wire_density.png
Scale: 4 px per um. 13 x 21 tiles, from dark purple (low) to yellow (high), scaled to the fullest tile. Values are wire area over tile area, all layers added.
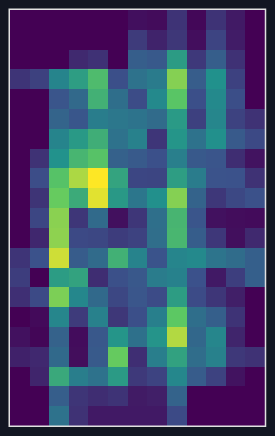
cell_classes.png
Scale: 8 px per um.
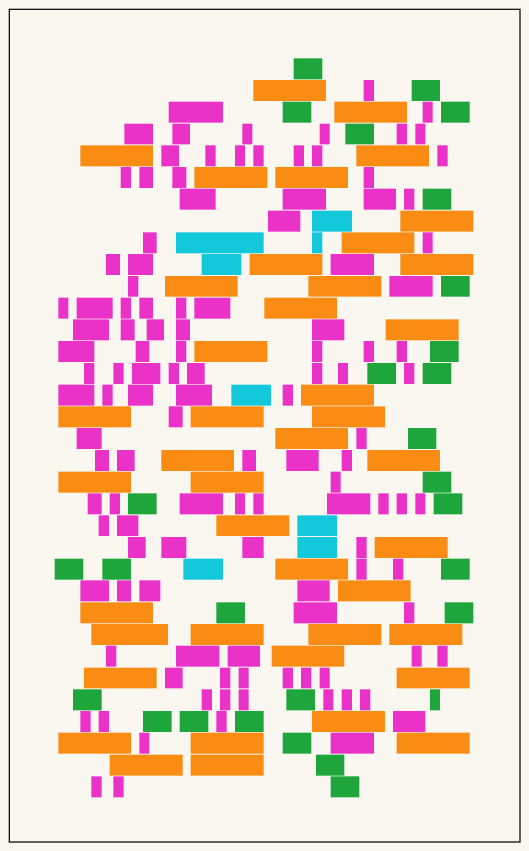
===== config.mk =====
export PLATFORM = sky130hd
export DESIGN_NAME = disp_cmd_ctrl
export DESIGN_NICKNAME = d
export VERILOG_FILES = /design/src/rtl/disp_cmd_ctrl.sv
export SDC_FILE = /design/constraint.sdc
export NUM_CORES = 1
export LEC_CHECK = 0
export ABC_AREA = 0
export ABC_CLOCK_PERIOD_IN_PS = 4700
export CAP_MARGIN = 20
export CELL_PAD_IN_SITES_DETAIL_PLACEMENT = 1
export CELL_PAD_IN_SITES_GLOBAL_PLACEMENT = 2
export CORE_ASPECT_RATIO = 1.75
export CORE_MARGIN = 5
export CORE_UTILIZATION = 37
export CTS_BUF_LIST = sky130_fd_sc_hd__clkbuf_8
export CTS_CLUSTER_DIAMETER = 40
export CTS_CLUSTER_SIZE = 12
export DETAILED_ROUTE_END_ITERATION = 16
export HOLD_SLACK_MARGIN = 0.15
export PLACE_DENSITY_LB_ADDON = 0.1
export RECOVER_POWER = 25
export SETUP_SLACK_MARGIN = 0.5
export SLEW_MARGIN = 30
export SYNTH_ARGS = -nofsm -noshare
export SYNTH_HDL_FRONTEND = slang
export SYNTH_SLANG_ARGS = --single-unit

===== constraint.sdc =====
create_clock -name clk -period 4.7 [get_ports clk]
set_clock_uncertainty 0.05 [all_clocks]
set_input_delay 0.94 -clock clk [delete_from_list [all_inputs] [get_ports clk]]
set_output_delay 0.94 -clock clk [all_outputs]
set_load 0.01 [all_outputs]

===== src/rtl/disp_cmd_ctrl.sv =====
// -----------------------------------------------------------------------------
// disp_cmd_ctrl
//
// Read controller for the external byte-wide command FIFO of the ice40 VGA
// device. It runs the active-low read-strobe handshake against the FIFO's
// active-low empty flag and assembles the bytes into two-byte register-write
// commands. Each command then appears as a single-cycle reg_wr strobe towards
// the display datapath.
//
// Byte protocol: bit7=1 is an address byte and bit7=0 is a data byte. In both
// cases bits[6:0] carry the payload. An address followed by a data byte
// produces one register write.
//
// Parameters:
//   RD_PULSE    clocks the read strobe is held low (1..15)
//   RD_RECOVER  clocks the strobe is held high after a read before the next
//               empty-flag decision (3..15, covers the 2-flop synchronizer)
//
// Ports:
//   clk          global system clock
//   nrst         asynchronous active-low reset
//   nef_in       FIFO empty flag, active-low, asynchronous to clk
//   disp_cmd_in  FIFO data byte
//   disp_cmd_rd  FIFO read strobe, active-low, registered
//   pause        high = do not start new reads (a read in progress completes)
//   busy         high while a read cycle (strobe or recovery) is in progress
//   reg_wr       one-cycle register-write strobe
//   reg_addr     register address, valid with reg_wr, held afterward
//   reg_data     register data, valid with reg_wr, held afterward
//   err_cnt      saturating protocol-error count
//
// Build option:
//   DISP_CMD_ERRCNT_EN  defined: the 8-bit saturating error counter is built.
//                       undefined: err_cnt is tied to 8'h00.
// -----------------------------------------------------------------------------
module disp_cmd_ctrl #(
  parameter int unsigned RD_PULSE   = 4,
  parameter int unsigned RD_RECOVER = 3
) (
  input  logic       clk,
  input  logic       nrst,
  input  logic       nef_in,
  input  logic [7:0] disp_cmd_in,
  output logic       disp_cmd_rd,
  input  logic       pause,
  output logic       busy,
  output logic       reg_wr,
  output logic [6:0] reg_addr,
  output logic [6:0] reg_data,
  output logic [7:0] err_cnt
);

  localparam logic [1:0] ST_IDLE    = 2'd0;
  localparam logic [1:0] ST_STROBE  = 2'd1;
  localparam logic [1:0] ST_RECOVER = 2'd2;

  localparam logic PH_ADDR = 1'b0;
  localparam logic PH_DATA = 1'b1;

  localparam logic [3:0] PULSE_LD   = 4'(RD_PULSE);
  localparam logic [3:0] RECOVER_LD = 4'(RD_RECOVER);

  logic       nef_m;
  logic       nef_s;
  logic [1:0] state;
  logic [3:0] cnt;
  logic [7:0] byte_q;
  logic       byte_vld;
  logic       phase;
  logic [6:0] pend_addr;

  // Empty-flag synchronizer. It resets to 0, so the FIFO looks empty until
  // two clocks after reset is released.
  // NOTE: every clocked block uses non-blocking assignments, so all flops
  // update together. Blocking assignments here would make nef_s copy the new
  // nef_m in the same edge and merge the two stages into one.
  always_ff @(posedge clk or negedge nrst) begin
    if (!nrst) begin
      nef_m <= 1'b0;
      nef_s <= 1'b0;
    end else begin
      nef_m <= nef_in;
      nef_s <= nef_m;
    end
  end

  // Read handshake FSM. The counter loads on state entry and counts down to 1,
  // so STROBE lasts RD_PULSE clocks and RECOVER lasts RD_RECOVER clocks.
  always_ff @(posedge clk or negedge nrst) begin
    if (!nrst) begin
      state       <= ST_IDLE;
      cnt         <= 4'd0;
      disp_cmd_rd <= 1'b1;
      busy        <= 1'b0;
      byte_q      <= 8'h00;
      byte_vld    <= 1'b0;
    end else begin
      byte_vld <= 1'b0;
      case (state)
        ST_IDLE: begin
          if (nef_s && !pause) begin
            state       <= ST_STROBE;
            cnt         <= PULSE_LD;
            disp_cmd_rd <= 1'b0;
            busy        <= 1'b1;
          end
        end
        ST_STROBE: begin
          if (cnt == 4'd1) begin
            state       <= ST_RECOVER;
            cnt         <= RECOVER_LD;
            disp_cmd_rd <= 1'b1;
            // NOTE: disp_cmd_in is not synchronized. It is captured only on the
            // edge that ends the strobe. By then the FIFO output has been driven
            // and stable for the whole pulse.
            byte_q      <= disp_cmd_in;
            byte_vld    <= 1'b1;
          end else begin
            cnt <= cnt - 4'd1;
          end
        end
        ST_RECOVER: begin
          if (cnt == 4'd1) begin
            state <= ST_IDLE;
            busy  <= 1'b0;
          end else begin
            cnt <= cnt - 4'd1;
          end
        end
        default: begin
          state       <= ST_IDLE;
          disp_cmd_rd <= 1'b1;
          busy        <= 1'b0;
        end
      endcase
    end
  end

  // Command decoder. It acts one clock after the capture edge. An address byte
  // that arrives in the DATA phase replaces the pending address (resync), so
  // the next data byte pairs with the newest address.
  always_ff @(posedge clk or negedge nrst) begin
    if (!nrst) begin
      phase     <= PH_ADDR;
      pend_addr <= 7'd0;
      reg_wr    <= 1'b0;
      reg_addr  <= 7'd0;
      reg_data  <= 7'd0;
    end else begin
      reg_wr <= 1'b0;
      if (byte_vld) begin
        if (phase == PH_ADDR) begin
          if (byte_q[7]) begin
            pend_addr <= byte_q[6:0];
            phase     <= PH_DATA;
          end
        end else begin
          if (byte_q[7]) begin
            pend_addr <= byte_q[6:0];
          end else begin
            reg_addr <= pend_addr;
            reg_data <= byte_q[6:0];
            reg_wr   <= 1'b1;
            phase    <= PH_ADDR;
          end
        end
      end
    end
  end

`ifdef DISP_CMD_ERRCNT_EN
  // A protocol error is a data byte in the ADDR phase or an address byte in
  // the DATA phase.
  logic       dec_err;
  logic [7:0] err_q;

  assign dec_err = byte_vld && ((phase == PH_ADDR) ? !byte_q[7] : byte_q[7]);

  always_ff @(posedge clk or negedge nrst) begin
    if (!nrst) begin
      err_q <= 8'h00;
    end else if (dec_err && (err_q != 8'hFF)) begin
      err_q <= err_q + 8'd1;
    end
  end

  assign err_cnt = err_q;
`else
  assign err_cnt = 8'h00;
`endif

endmodule


==> results.sh <==
# flow metrics
export IMPL_status="finished with violations"
export IMPL_failed_checks="capacitance limit, slew limit"
export IMPL_cts_made_buffers=5
export IMPL_ys_flops=42
export IMPL_worstSetupPathType="input pin to async pin"
export IMPL_ys_area_um2=1860
export IMPL_synth_async_reset_ratio_pct=100
export IMPL_crit_chain="clkbuf_1"
export IMPL_arrival_ns=2.55
export IMPL_nFillCells=539
export IMPL_final_setup_viol_count=0
export IMPL_die_area_um2=6610
export IMPL_min_period_ns=2.67
export IMPL_area_growth_pct=21.2
export IMPL_post_cts_repair_setup_buffers=0
export IMPL_yosys_stat_seqShare_pct=56.4
export IMPL_top_area_cell="dfrtp_1"
export IMPL_hp_class="flop to flop"
export IMPL_rsz0062_at_grt="no"
export IMPL_holdWs_ns=0.312
export IMPL_gp_congestion=0.727
export IMPL_syn_area_per_cell_um2=11.3
export IMPL_grt_remaining_overflow=0
export IMPL_worst_pin_slew_ns=2.28
export IMPL_cts_max_level=2
export IMPL_critPathLaunchType="input pin"
export IMPL_critPathBufInv=1
export IMPL_instances_no_fill=251
export IMPL_synth_area_um2=1860
export IMPL_slew_headroom_pct=-51.8
export IMPL_synthTopCellsByArea="dfrtp_1 (55%), nand2_1 (9.3%), mux2_4 (6.4%)"
export IMPL_irDropWorstVdd_mv=0.322
export IMPL_grt_pass1_vias=1393
export IMPL_route_detailed_drc=0
export IMPL_cts_hold_repair_buffers=0
export IMPL_grt_max_degree=43
export IMPL_power_per_cell_area_nw_per_um2=508
export IMPL_post_place_cells=243
export IMPL_top_cell="nand2_1"
export IMPL_antenna_found_initial=0
export IMPL_hold_viol=0
export IMPL_vias_per_cell=4.90
export IMPL_cap_violations=1
export IMPL_ant_nets=0
export IMPL_io_buffers=28
export IMPL_grt_pass1_wl_mm=7.12
export IMPL_firstDrtPassIters=3
export IMPL_num_antenna_cells=0
export IMPL_drt_initial_drc_count=51
export IMPL_fin_nets=214
export IMPL_die_w_um=63.7
export IMPL_top_area_share_pct=55.0
export IMPL_crit_family="buffers and inverters"
export IMPL_yosys_cells=165
export IMPL_wire_per_inst_um=16.1
export IMPL_common_cells="nand2_1 (46), dfrtp_1 (41), buf_4 (8), mux2_4 (8)"
export IMPL_ctsLongestPathBuffers=2
export IMPL_cts_sinks=42
export IMPL_place_area_um2=2140
export IMPL_critPathSlowestCell="clkbuf_1"
export IMPL_post_cts_resized=0
export IMPL_fin_tns_setup_ns=0
export IMPL_synthCells=165
export IMPL_timing_fmax_mhz=375
export IMPL_clk_pin_slew_ns=0.08
export IMPL_fp_util_pct=37.8
export IMPL_critical_path_max_fanout=42
export IMPL_worstSetupEndpointType="async pin"
export IMPL_dieHeight_um=104
export IMPL_ys_warnings_count=0
export IMPL_warnings=30
export IMPL_dp_hpwl_mm=3.03
export IMPL_crit_path_max_incr_delay_ns=1.60
export IMPL_synthFlopType="dfrtp_1"
export IMPL_drive_gt1_share_pct=13.2
export IMPL_cts_tree="done"
export IMPL_cp_required_ns=4.59
export IMPL_cts_root_buf="clkbuf_8"
export IMPL_clk_latency_ns=0.29
export IMPL_finalCritPeriodShare_pct=56.7
export IMPL_boundaryPins=37
export IMPL_synth_distinct_cells=32
export IMPL_slew_viol_final=43
export IMPL_edf_count=0
export IMPL_p_leak_nw=1.12
Notes on wire_density.png above:
15% of the tiles are over half the peak. The mean over all tiles is 0.094. The emptiest ninth of the die: upper left.
Total GRT Usage: 13.5%
Vias: 1229
wirelength, routed: 4.04 mm

Notes on cell_classes.png above:
Key: cyan = clock drivers and dummy loads [cells 8, share of their area 5.3%]; green = other buffers and delay cells [cells 28, share of their area 12%]; magenta = all other logic [cells 119, share of their area 34%]; orange = flip-flops [cells 42, share of their area 48%]
fin util: 45.8%
Site Rows: 34
final instance area: 2260 um2
core area: 4930 um2
sequential share of cell area: 46.6%

==> logic make-up (layout without fill, tap and decap cells) <==
kind of cell               count (synthesis)  after routing  share of synthesized area (%)
buffers and inverters                     18             43                           6.17
muxes                                     15             15                           10.7
and+or+nand+nor                           65             65                           15.6
AOI/OAI and AO/OA                         18             18                           6.91
DFF                                       42             42                           56.4
adders and majority gates                  6              6                           4.03
other                                      1              8                          0.201
==> final cells by class <==
class | count | area [um2] | share of cell area, %
sequential | 42 | 1050 | 46.6
multi-input combinational | 112 | 723 | 32.0
timing repair buffer | 28 | 274 | 12.1
clock buffer | 6 | 82.6 | 3.65
tap | 54 | 67.6 | 2.99
clock inverter | 2 | 33.8 | 1.50
inverter | 7 | 26.3 | 1.16
==> layer usage <==
metal,part of all wire (%),vias up,GRT usage (%),wire length (um)
met5,0,-,0,0
met4,1.7,0,4.90,68
met3,3.6,6,3.24,147
met2,55,22,23.8,2220
met1,40,610,15.3,1600
li1,-,591,-,-
==> registers in the layout, indices dropped and copies added, names as in the netlist <==
register / flops
cnt: 4
byte_vld: 1
reg_data: 7
nef_m: 1
busy: 1
disp_cmd_rd: 1
nef_s: 1
pend_addr: 7
phase: 1
byte_q: 8
reg_wr: 1
reg_addr: 7
state: 2
==> path summary, 6_finish.rpt <==
| check | start | to | slack (ns) | depth (start not counted) |
|---|---|---|---|---|
| max | nrst | reg_addr[5] | 2.03 | 1 |
| min | nef_m | nef_s | 0.31 | 0 |
| max reg2reg | cnt[1] | byte_q[6] | 2.76 | 5 |
| min reg2reg | nef_m | nef_s | 0.31 | 0 |
| max in group clk | disp_cmd_rd | disp_cmd_rd | 2.35 | 1 |
| min in group asynchronous | nrst | pend_addr[2] | 1.27 | 1 |
==> through the flow <==
stage | util (%) | power (mW) | worst slack (ns)
2_1_floorplan | - | 0.757 | 2.85
3_3_place_gp | 43.5 | 0.843 | 2.28
3_5_place_dp | 43.5 | 0.866 | 2.25
4_1_cts | 45.8 | 1.16 | 2.33
5_1_grt | 45.8 | 1.22 | 1.53
6_report | 45.8 | 1.15 | 2.03
==> cell usage in the layout (no fill, tap or decap), types with 2 or more instances in the layout <==
cell             Yosys  layout
clkbuf_8             0       6
mux2_4               8       8
ha_1                 6       6
mux2_2               7       7
conb_1               1       8
nand2b_1             2       2
clkdlybuf4s50_1      0      27
nor3_1               2       2
a21oi_1              5       5
nor2_1               5       5
o21ai_0              4       4
nand2_1             46      46
o31ai_1              2       2
dfrtp_1             41      41
inv_1                7       8
nand3_1              2       2
nor2b_1              3       3
==> power by group <==
| group | internal (mW) | switching (mW) |
|---|---|---|
| Clock | 0.171 | 0.123 |
| Sequential | 0.440 | 0.0706 |
| Combinational | 0.174 | 0.170 |
Power and IR drop assume default switching activity.
